### Logic cells by family, run 1

The bar under the picture is 20 µm long.
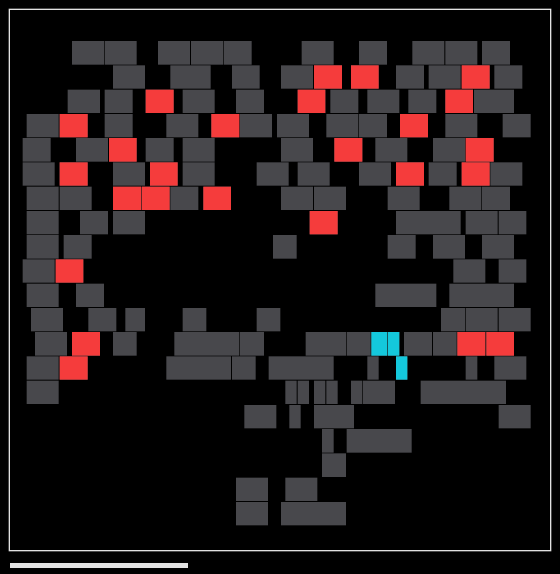
### Signal wires by layer, run 1

Only two layers are drawn.
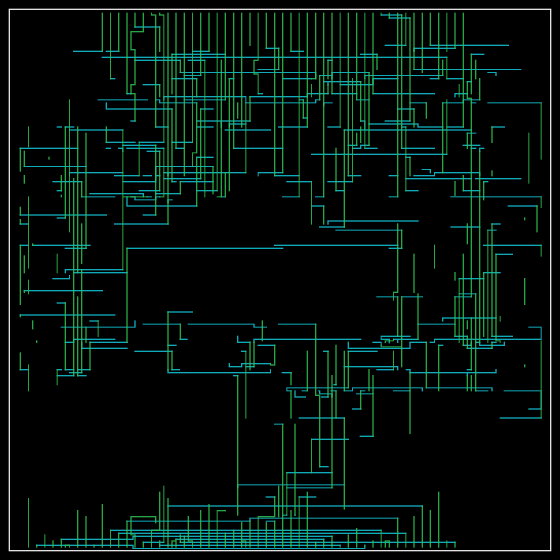
### Clock routing, run 1

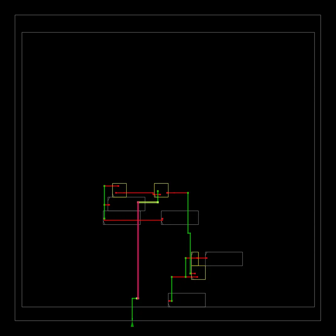
## config.mk

```make
export PLATFORM = sky130hd
export DESIGN_NAME = mem_port_arbiter_flat
export DESIGN_NICKNAME = d
export VERILOG_FILES = /design/src/rtl/mem_port_arbiter_if.sv /design/src/rtl/mem_port_arbiter.sv /design/src/flat_wrapper.sv
export SDC_FILE = /design/constraint.sdc
export NUM_CORES = 1
export LEC_CHECK = 0
export CORE_UTILIZATION = 22
export DETAILED_ROUTE_END_ITERATION = 8
export PLACE_DENSITY = 0.94
export RECOVER_POWER = 25
export REMOVE_ABC_BUFFERS = 1
export SLEW_MARGIN = 25
export SYNTH_ARGS = -nofsm -noshare
export SYNTH_HDL_FRONTEND = slang
export SYNTH_SLANG_ARGS = --single-unit
```

## constraint.sdc

```tcl
create_clock -name clk -period 2.91 [get_ports clk]
set_input_delay 0.582 -clock clk [delete_from_list [all_inputs] [get_ports clk]]
set_output_delay 0.582 -clock clk [all_outputs]
set_load 0.02 [all_outputs]
```

## src/rtl/mem_port_arbiter_if.sv

```systemverilog
// Request/grant/read-return bundle between two RAM requesters, the arbiter and the RAM.
// The arbiter uses the slave modport; the requesters and RAM model use master.
interface mem_port_arbiter_if #(
    parameter int AW = 8,
    parameter int DW = 16
);
    logic          A_Req;
    logic          A_WE;
    logic [AW-1:0] A_Addr;
    logic [DW-1:0] A_WData;
    logic          A_Gnt;
    logic          A_RValid;
    logic [DW-1:0] A_RData;

    logic          B_Req;
    logic          B_WE;
    logic [AW-1:0] B_Addr;
    logic [DW-1:0] B_WData;
    logic          B_Gnt;
    logic          B_RValid;
    logic [DW-1:0] B_RData;

    logic [AW-1:0] MEM_Addr;
    logic [DW-1:0] MEM_WData;
    logic          MEM_WE;
    logic [DW-1:0] MEM_RData;

    logic [2:0]    B_WaitCnt;

    modport slave (
        input  A_Req, A_WE, A_Addr, A_WData,
        input  B_Req, B_WE, B_Addr, B_WData,
        input  MEM_RData,
        output A_Gnt, A_RValid, A_RData,
        output B_Gnt, B_RValid, B_RData,
        output MEM_Addr, MEM_WData, MEM_WE,
        output B_WaitCnt
    );

    modport master (
        output A_Req, A_WE, A_Addr, A_WData,
        output B_Req, B_WE, B_Addr, B_WData,
        output MEM_RData,
        input  A_Gnt, A_RValid, A_RData,
        input  B_Gnt, B_RValid, B_RData,
        input  MEM_Addr, MEM_WData, MEM_WE,
        input  B_WaitCnt
    );
endinterface

```

## src/rtl/mem_port_arbiter.sv

```systemverilog
// Two-port arbiter in front of a single-port synchronous RAM: fixed priority to the loader
// port A, with a starvation guard that lets the CPU port B through after MAX_WAIT denials.
module mem_port_arbiter #(
    parameter int MAX_WAIT = 4
) (
    input logic             clk,
    input logic             Rst,
    mem_port_arbiter_if.slave bus
);
    // state | meaning
    // IDLE  | no read issued last cycle
    // RD_A  | read granted to A last cycle, RAM data belongs to A now
    // RD_B  | read granted to B last cycle, RAM data belongs to B now
    typedef enum logic [1:0] {IDLE, RD_A, RD_B} state_t;

    localparam logic [2:0] WAIT_LIM = 3'(MAX_WAIT);

    state_t     state;
    logic [2:0] wait_cnt;
    logic       gnt_a;
    logic       gnt_b;

    always_comb begin
        gnt_a = 1'b0;
        gnt_b = 1'b0;
        if (!Rst) begin
            if (bus.A_Req && bus.B_Req) begin
                if (wait_cnt == WAIT_LIM) gnt_b = 1'b1;
                else                      gnt_a = 1'b1;
            end else begin
                gnt_a = bus.A_Req;
                gnt_b = bus.B_Req;
            end
        end
    end

    always_comb begin
        bus.MEM_Addr  = '0;
        bus.MEM_WData = '0;
        bus.MEM_WE    = 1'b0;
        if (gnt_a) begin
            bus.MEM_Addr  = bus.A_Addr;
            bus.MEM_WData = bus.A_WData;
            bus.MEM_WE    = bus.A_WE;
        end else if (gnt_b) begin
            bus.MEM_Addr  = bus.B_Addr;
            bus.MEM_WData = bus.B_WData;
            bus.MEM_WE    = bus.B_WE;
        end
    end

    always_ff @(posedge clk) begin
        if (Rst) begin
            state    <= IDLE;
            wait_cnt <= '0;
        end else begin
            if (gnt_a && !bus.A_WE)      state <= RD_A;
            else if (gnt_b && !bus.B_WE) state <= RD_B;
            else                         state <= IDLE;

            if (bus.B_Req && !gnt_b) begin
                if (wait_cnt != WAIT_LIM) wait_cnt <= wait_cnt + 3'd1;
            end else begin
                wait_cnt <= '0;
            end
        end
    end

    // Rst gates the strobes so a read in flight when reset arrives is never delivered.
    assign bus.A_Gnt     = gnt_a;
    assign bus.B_Gnt     = gnt_b;
    assign bus.A_RValid  = (state == RD_A) && !Rst;
    assign bus.B_RValid  = (state == RD_B) && !Rst;
    assign bus.A_RData   = bus.MEM_RData;
    assign bus.B_RData   = bus.MEM_RData;
    assign bus.B_WaitCnt = wait_cnt;
endmodule
```

## src/flat_wrapper.sv

```systemverilog
// flat-port wrapper written by rule: the top's interface ports become plain ports
module mem_port_arbiter_flat 
#(
    parameter int MAX_WAIT = 4
)
  (clk, Rst, bus_A_Req, bus_A_WE, bus_A_Addr, bus_A_WData, bus_B_Req, bus_B_WE, bus_B_Addr, bus_B_WData, bus_MEM_RData, bus_A_Gnt, bus_A_RValid, bus_A_RData, bus_B_Gnt, bus_B_RValid, bus_B_RData, bus_MEM_Addr, bus_MEM_WData, bus_MEM_WE, bus_B_WaitCnt);
  mem_port_arbiter_if bus_i ();
  input logic clk;
  input logic Rst;
  input wire logic [$bits(bus_i.A_Req)-1:0] bus_A_Req;
  input wire logic [$bits(bus_i.A_WE)-1:0] bus_A_WE;
  input wire logic [$bits(bus_i.A_Addr)-1:0] bus_A_Addr;
  input wire logic [$bits(bus_i.A_WData)-1:0] bus_A_WData;
  input wire logic [$bits(bus_i.B_Req)-1:0] bus_B_Req;
  input wire logic [$bits(bus_i.B_WE)-1:0] bus_B_WE;
  input wire logic [$bits(bus_i.B_Addr)-1:0] bus_B_Addr;
  input wire logic [$bits(bus_i.B_WData)-1:0] bus_B_WData;
  input wire logic [$bits(bus_i.MEM_RData)-1:0] bus_MEM_RData;
  output wire logic [$bits(bus_i.A_Gnt)-1:0] bus_A_Gnt;
  output wire logic [$bits(bus_i.A_RValid)-1:0] bus_A_RValid;
  output wire logic [$bits(bus_i.A_RData)-1:0] bus_A_RData;
  output wire logic [$bits(bus_i.B_Gnt)-1:0] bus_B_Gnt;
  output wire logic [$bits(bus_i.B_RValid)-1:0] bus_B_RValid;
  output wire logic [$bits(bus_i.B_RData)-1:0] bus_B_RData;
  output wire logic [$bits(bus_i.MEM_Addr)-1:0] bus_MEM_Addr;
  output wire logic [$bits(bus_i.MEM_WData)-1:0] bus_MEM_WData;
  output wire logic [$bits(bus_i.MEM_WE)-1:0] bus_MEM_WE;
  output wire logic [$bits(bus_i.B_WaitCnt)-1:0] bus_B_WaitCnt;
  assign bus_i.A_Req = bus_A_Req;
  assign bus_i.A_WE = bus_A_WE;
  assign bus_i.A_Addr = bus_A_Addr;
  assign bus_i.A_WData = bus_A_WData;
  assign bus_i.B_Req = bus_B_Req;
  assign bus_i.B_WE = bus_B_WE;
  assign bus_i.B_Addr = bus_B_Addr;
  assign bus_i.B_WData = bus_B_WData;
  assign bus_i.MEM_RData = bus_MEM_RData;
  assign bus_A_Gnt = bus_i.A_Gnt;
  assign bus_A_RValid = bus_i.A_RValid;
  assign bus_A_RData = bus_i.A_RData;
  assign bus_B_Gnt = bus_i.B_Gnt;
  assign bus_B_RValid = bus_i.B_RValid;
  assign bus_B_RData = bus_i.B_RData;
  assign bus_MEM_Addr = bus_i.MEM_Addr;
  assign bus_MEM_WData = bus_i.MEM_WData;
  assign bus_MEM_WE = bus_i.MEM_WE;
  assign bus_B_WaitCnt = bus_i.B_WaitCnt;
  mem_port_arbiter #(.MAX_WAIT(MAX_WAIT)) u_core (.clk(clk), .Rst(Rst), .bus(bus_i));
endmodule
```

==> impl.org, run 1 <==
* Flow results

** Outcome
- The run finished with clean final reports.

** Route
- After detailed routing, the number of vias per cell comes to 4.584.
- Drt first-iter violations :: 14

** Cells and area
- Max FFs per register :: 3
- The number of antenna diodes in the final layout is 0.
- In the layout the commonest cells are 58 x clkdlybuf4s50_1, 25 x a22o_1, 25 x dlygate4sd2_1.

** Yosys
- By instance count, the leading cell after synthesis is buf_4.

** Clock network
- Number of buffers between clock root and the deepest sink :: 2
- Clock transition time at the flip-flop clock pins of the worst setup and hold paths :: 0.04 ns
- Quantity of gates resized following cts :: 25

** Flow run
- Per the run summary, max-cap violations total 0.

** Die
- I/O pin total :: roughly 130
- In the floorplan report the effective utilization is 23.93%.

** Setup path
- Depth of the worst register-to-register path :: 5

** Timing
- Per the final timing report, the hold violations number 0.
- Counting I/O delays and the setup requirement, the final critical path takes 2.744 ns.
- In the finished design, the share of the clock period the worst path needs comes to 94.29%.

** Place
- Setup slack at placement :: -0.1096 ns

** Hold path
- Critical hold path startpoint :: u_core.bus.B_WaitCnt[0]

** GRT
- Via count of the first global-routing pass :: a little over 800
Back to the opening pictures, 'Logic cells by family':
Key: red = non-inverting ao/oa cells [cells 25, most used a22o_1]; cyan = nand cells [cells 3, most used nand2_1]
count of non-filler cells in the finished layout: 190
most frequent logic cell in the layout: clkdlybuf4s50_1
logic share of the area: 25.02%

Back to the opening pictures, 'Signal wires by layer':
Key: cyan = M1 [wire length 1170 µm]; green = M2 [wire length 1460 µm]

Back to the opening pictures, 'Clock routing':
Clock Skews: 0.0002822 ns
clock latency on the worst-skew pair: 0.24 ns
Clock Power: 0.0800 mW
clock sink total: 5
flop count: 5

run 1: where the power goes:
group | leakage (nW) | internal [mW] | switching [mW] | total, mW
Sequential | 0.0407 | 0.0704 | 0.00110 | 0.0715
Clock | 0.0150 | 0.0518 | 0.0282 | 0.0800
Combinational | 0.634 | 0.112 | 0.0718 | 0.184
run 1: per-layer routing:
layer | wire length (µm) | GRT usage (%) | up-vias
li1 | - | - | 400
met1 | 1174 | 17.40 | 395
met2 | 1458 | 22.14 | 74
met3 | 381 | 11.30 | 2
met4 | 19 | 4.870 | 0
met5 | 0 | 4.286 | -
run 1: area by class of cell:
class	count	share of cell area (%)
Sequential cell	5	6.879
Clock buffer	4	1.806
Inverter	4	1.032
Tap cell	44	3.783
Multi-Input combinational cell	42	25.02
Timing Repair Buffer	91	61.48
==> run 2, diff against run 1 <==
- MAX_ROUTING_LAYER: not set -> met4
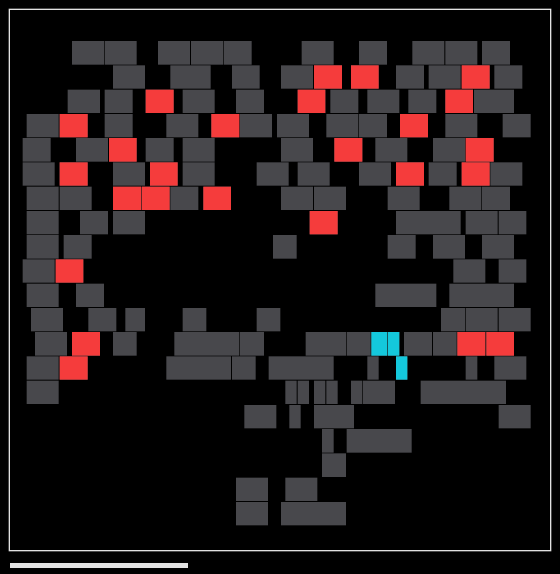
*Logic cells by family, run 2*
The bar under the picture is 20 µm long.
Key: cyan = nand cells [cells 3, most used nand2_1]; red = non-inverting ao/oa cells [cells 25, most used a22o_1]

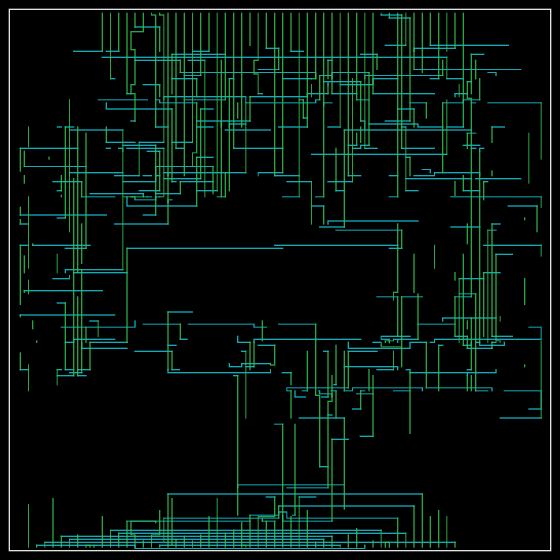
*Signal wires by layer, run 2*
Only two layers are drawn.
Key: cyan = M1 [wire length 1230 µm]; green = M2 [wire length 1450 µm]
final routed wire length divided by cell count: 15.88 µm
GRT Overall Usage: 15.75%
overall routed net length: 3.018 mm
count of vias placed by the detailed router: 866

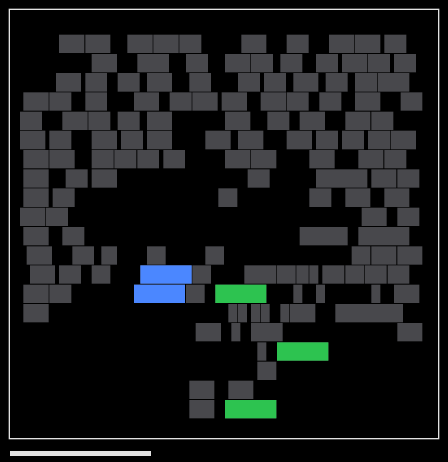
*Sequential cells grouped by signal name, run 2*
The bar under the picture is 20 µm long.
Key: green = `u_core.bus.B_WaitCnt` [flops 3]; blue = `u_core.state` [flops 2]
fin util: 46.15%
sequential logic power: 0.0715 mW
Sequential Area: 100.1 µm²
flop share of the area: 6.879%

==> run 2 against run 1 <==
Critical path depth unchanged. Hold slack worse by 0.0011 ns. Area after synthesis unchanged. Final cell count stayed put. Combinational power hardly changed. Sequential power about the same. Sequential cell count unchanged. Die size stayed put. Routed wire length is 0.53% lower.
==> impl.org, run 2 <==
* Flow results

** Cells and area
- Counting the inverters off the clock network in the layout gives 4.
- Max FFs per register :: 3
- Largest class :: non-clock buffers
- Count of non-filler cells in the finished layout :: 190
- In the final layout, non-clock buffers account for roughly three fifths of the cell area.
- Leaving out fill and tap cells, the most frequent cells in the layout are 58 x clkdlybuf4s50_1, 25 x a22o_1, 25 x dlygate4sd2_1.
- Clock buffer instance count of the final layout :: 4
- Most frequent logic cell in the layout :: clkdlybuf4s50_1
- Sequential cells placed in the final layout were counted as 5.
- The fraction of final cell area spent on clock buffers and inverters in this run is 1.806%.

** Clock network
- Number of buffers between clock root and the deepest sink :: 2

** Pwr
- Switching share of total power :: 30.16%
- Proportion of power drawn by flip-flops and latches :: 21.3%
- Looking at the power breakdown, the clock network takes a little under a quarter of the total.
- In this run, power in combinational logic comes to roughly 0.18 mW.
- Largest power group :: combinational logic
- Internal Power :: 0.2346 mW
- Clock network power for this build is 0.0802 mW.

** GRT
- Via count of the first global-routing pass :: 814
- met2 track demand over resource after global routing is 21.82%.

** Yosys
- Count leader, synth :: buf_4

** Outcome
- Result of the run :: finished clean

** Timing
- Clock Skews :: between 0.0008 and 0.0009 ns
- OpenROAD reports that the post-layout worst path occupies 94.29% of the period.

** Flow run
- The number of maximum-capacitance violations recorded for the run is 0.

** Die
- The flow inserted about 44 tap cells.

** Place
- Setup slack at placement :: -0.1096 ns
## run 2: cell counts after synthesis
Identical to the previous run, type by type.
## run 2: how the worst min path moves through the flow
stage / startpoint / to / depth (start not counted)
after floorplan: u_core.bus.B_WaitCnt[0] / u_core.bus.B_WaitCnt[0] / 1
after global placement: u_core.bus.B_WaitCnt[0] / u_core.bus.B_WaitCnt[0] / 1
after detailed placement: u_core.bus.B_WaitCnt[0] / u_core.bus.B_WaitCnt[0] / 1
after CTS: u_core.bus.B_WaitCnt[0] / u_core.bus.B_WaitCnt[0] / 1
after global routing: u_core.bus.B_WaitCnt[0] / u_core.bus.B_WaitCnt[0] / 1
final: u_core.bus.B_WaitCnt[0] / u_core.bus.B_WaitCnt[0] / 1
### Pin placement, run 2

Pins as bars across the die edge, other pins in gray.
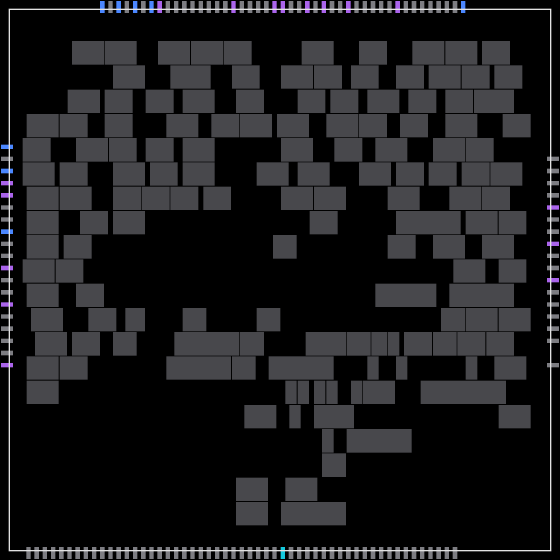

==> run 3, diff against run 2 <==
--- a/config.mk
+++ b/config.mk
@@ -10,7 +10,6 @@
 export MAX_ROUTING_LAYER = met4
 export PLACE_DENSITY = 0.94
-export RECOVER_POWER = 25
+export RECOVER_POWER = 50
 export REMOVE_ABC_BUFFERS = 1
-export SLEW_MARGIN = 25
 export SYNTH_ARGS = -nofsm -noshare
 export SYNTH_HDL_FRONTEND = slang
==> constraint.sdc (replaced) <==
create_clock -name clk -period 2.91 [get_ports clk]
set_input_delay 0.582 -clock clk [delete_from_list [all_inputs] [get_ports clk]]
set_output_delay 0.582 -clock clk [all_outputs]
set_load 0.01 [all_outputs]
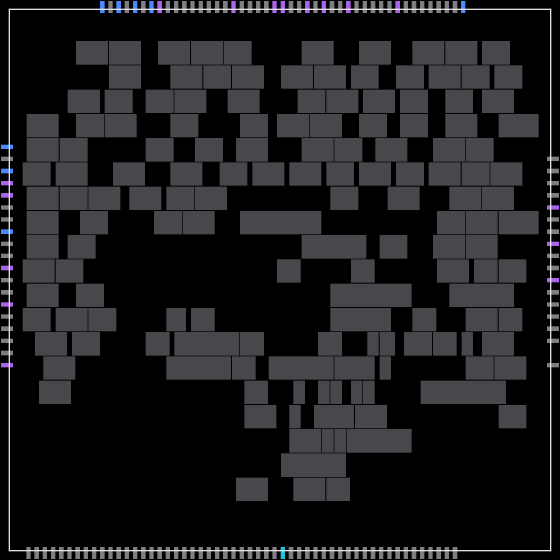
*Pin placement, run 3*
Pins as bars across the die edge, other pins in gray.
Key: cyan = `bus_A_RValid` [pins 1, direction output, edge bottom]; blue = `bus_A_Addr` [pins 8, direction input, edge 5 top, 3 left]; purple = `bus_A_WData` [pins 16, direction input, edge 8 top, 5 left, 3 right]
number of buffers inserted by port buffering: 85
die span in y: 60.56 µm
width of the die: 60.56 µm

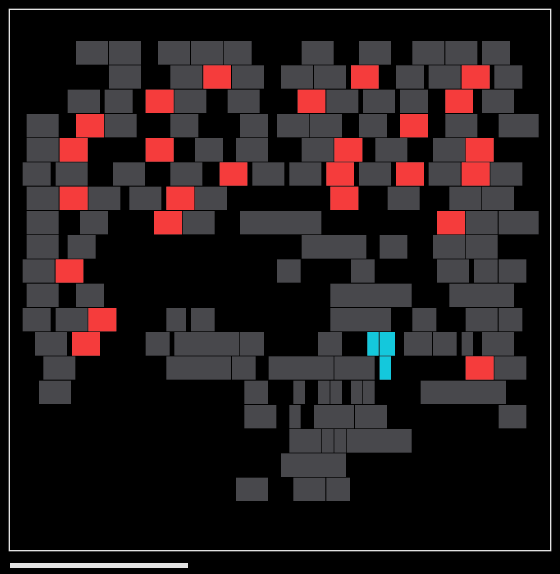
*Logic cells by family, run 3*
The bar under the picture is 20 µm long.
Key: red = non-inverting ao/oa cells [cells 25, most used a22o_1]; cyan = nand cells [cells 3, most used nand2_1]

==> run 3 against run 2 <==
Clock-buffer cell count is the same. Area after synthesis is the same. Power shrank 1.4%. Utilization grew 2.6 points. Final cell count grew 2.6%. Sequential cell count is the same. Critical path depth is the same. Worst setup slack lost 0.14 ns. Largest cell class unchanged. Largest power group unchanged.
==> impl.org, run 3 <==
* Flow results

** Cells and area
- Flop share of the area :: 6.515%
- Largest class :: non-clock buffers
- For this run, the share of the core covered by cells in the final layout is 48.73%.
- Non-clock buffering takes up 63.52% of total cell area after layout.
- Non-clock inverter count in the final layout :: 4
- Number of multi-input combinational cells in the layout :: about 42
- Logic share of the area :: 23.70%
- In the final layout, clock buffers and inverters account for between 1.5 and 2% of the cell area.
- In the layout the commonest cells are 65 x clkdlybuf4s50_1, 25 x a22o_1, 18 x dlygate4sd2_1.
- Across the whole layout, storage elements account for approximately 100 µm².
- Flop count :: 5
- For this run, the script counts the antenna cells in the layout as 0.

** Pwr
- Sequential logic power :: 0.0715 mW
- Of the total power, the clock network draws 23.9%.
- Combinational Power :: 0.180 mW
- The share of total power dissipated in sequential elements is 21.6%.
- Logic gate share of total power :: 54.5%
- The script computed the net switching share of total power as 25.65%.
- Largest power group :: combinational logic
- Internal Power :: 0.2462 mW

** Die
- In this run the count of I/O pins placed on the die edge is roughly 130.
- Number of tap instances :: 44

** GRT
- The number of global-route vias before repair was 820.

** Clock network
- For the worst-skew pair, the clock arrives at the later sink with an insertion delay of 0.24 ns.
- TritonCTS reports the number of clock sinks as 5.
- The clock passes through at most 2 buffers.

** Route
- After detailed routing, the average wire length per cell comes to between 15 and 20 µm.
- Count of vias placed by the detailed router :: 903

** Timing
- Endpoints failing hold in the final report were tallied at 0.
- The final timing report derives a shortest allowable period of 2.880 ns.

** Hold path
- Critical hold path startpoint :: u_core.bus.B_WaitCnt[0]

** Flow run
- Per the run summary, max-cap violations total 0.

** Place
- Setup slack on the worst path after placement came out at -0.05022 ns.

** Outcome
- Result of the run :: finished clean
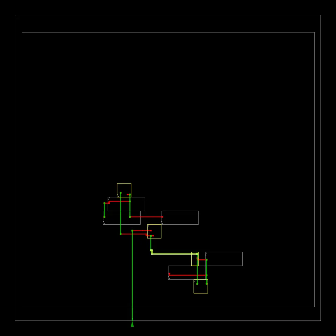
*Clock routing, run 3*
Clock Power: 0.0792 mW
Clock Skews: 0.0004261 ns
clock buffer instance count of the final layout: 4
TritonCTS Buffers: 3

## run 3: routing by layer
layer  vias to the layer above  GRT usage [%]  wire length [µm]
li1                        409              -                 -
met1                       423          18.64              1285
met2                        71          20.88              1446
met3                         0          9.808               385
met4                         0          3.896                 0
met5                         -              -                 0
## run 3: kinds of logic (layout without fill, tap and decap cells)
logic type / count (synthesis) / count (layout) / synth area share [%]
muxes: 1 / 1 / 1.327
buffers and inverters: 40 / 104 / 38.47
AOI/OAI and AO/OA: 27 / 27 / 34.99
and+or+nand+nor: 12 / 12 / 8.623
adders and majority gates: 2 / 2 / 3.316
DFF: 5 / 5 / 13.27
## run 3: timing repair
action / 4_1_cts / 5_1_grt
endpoints found under the setup margin: 25 / 8
gates resized: 18 / 2
setup buffers: 0 / 3
cloned: 0 / 2
No activity file was given, so power comes from the tool's default toggle rates.
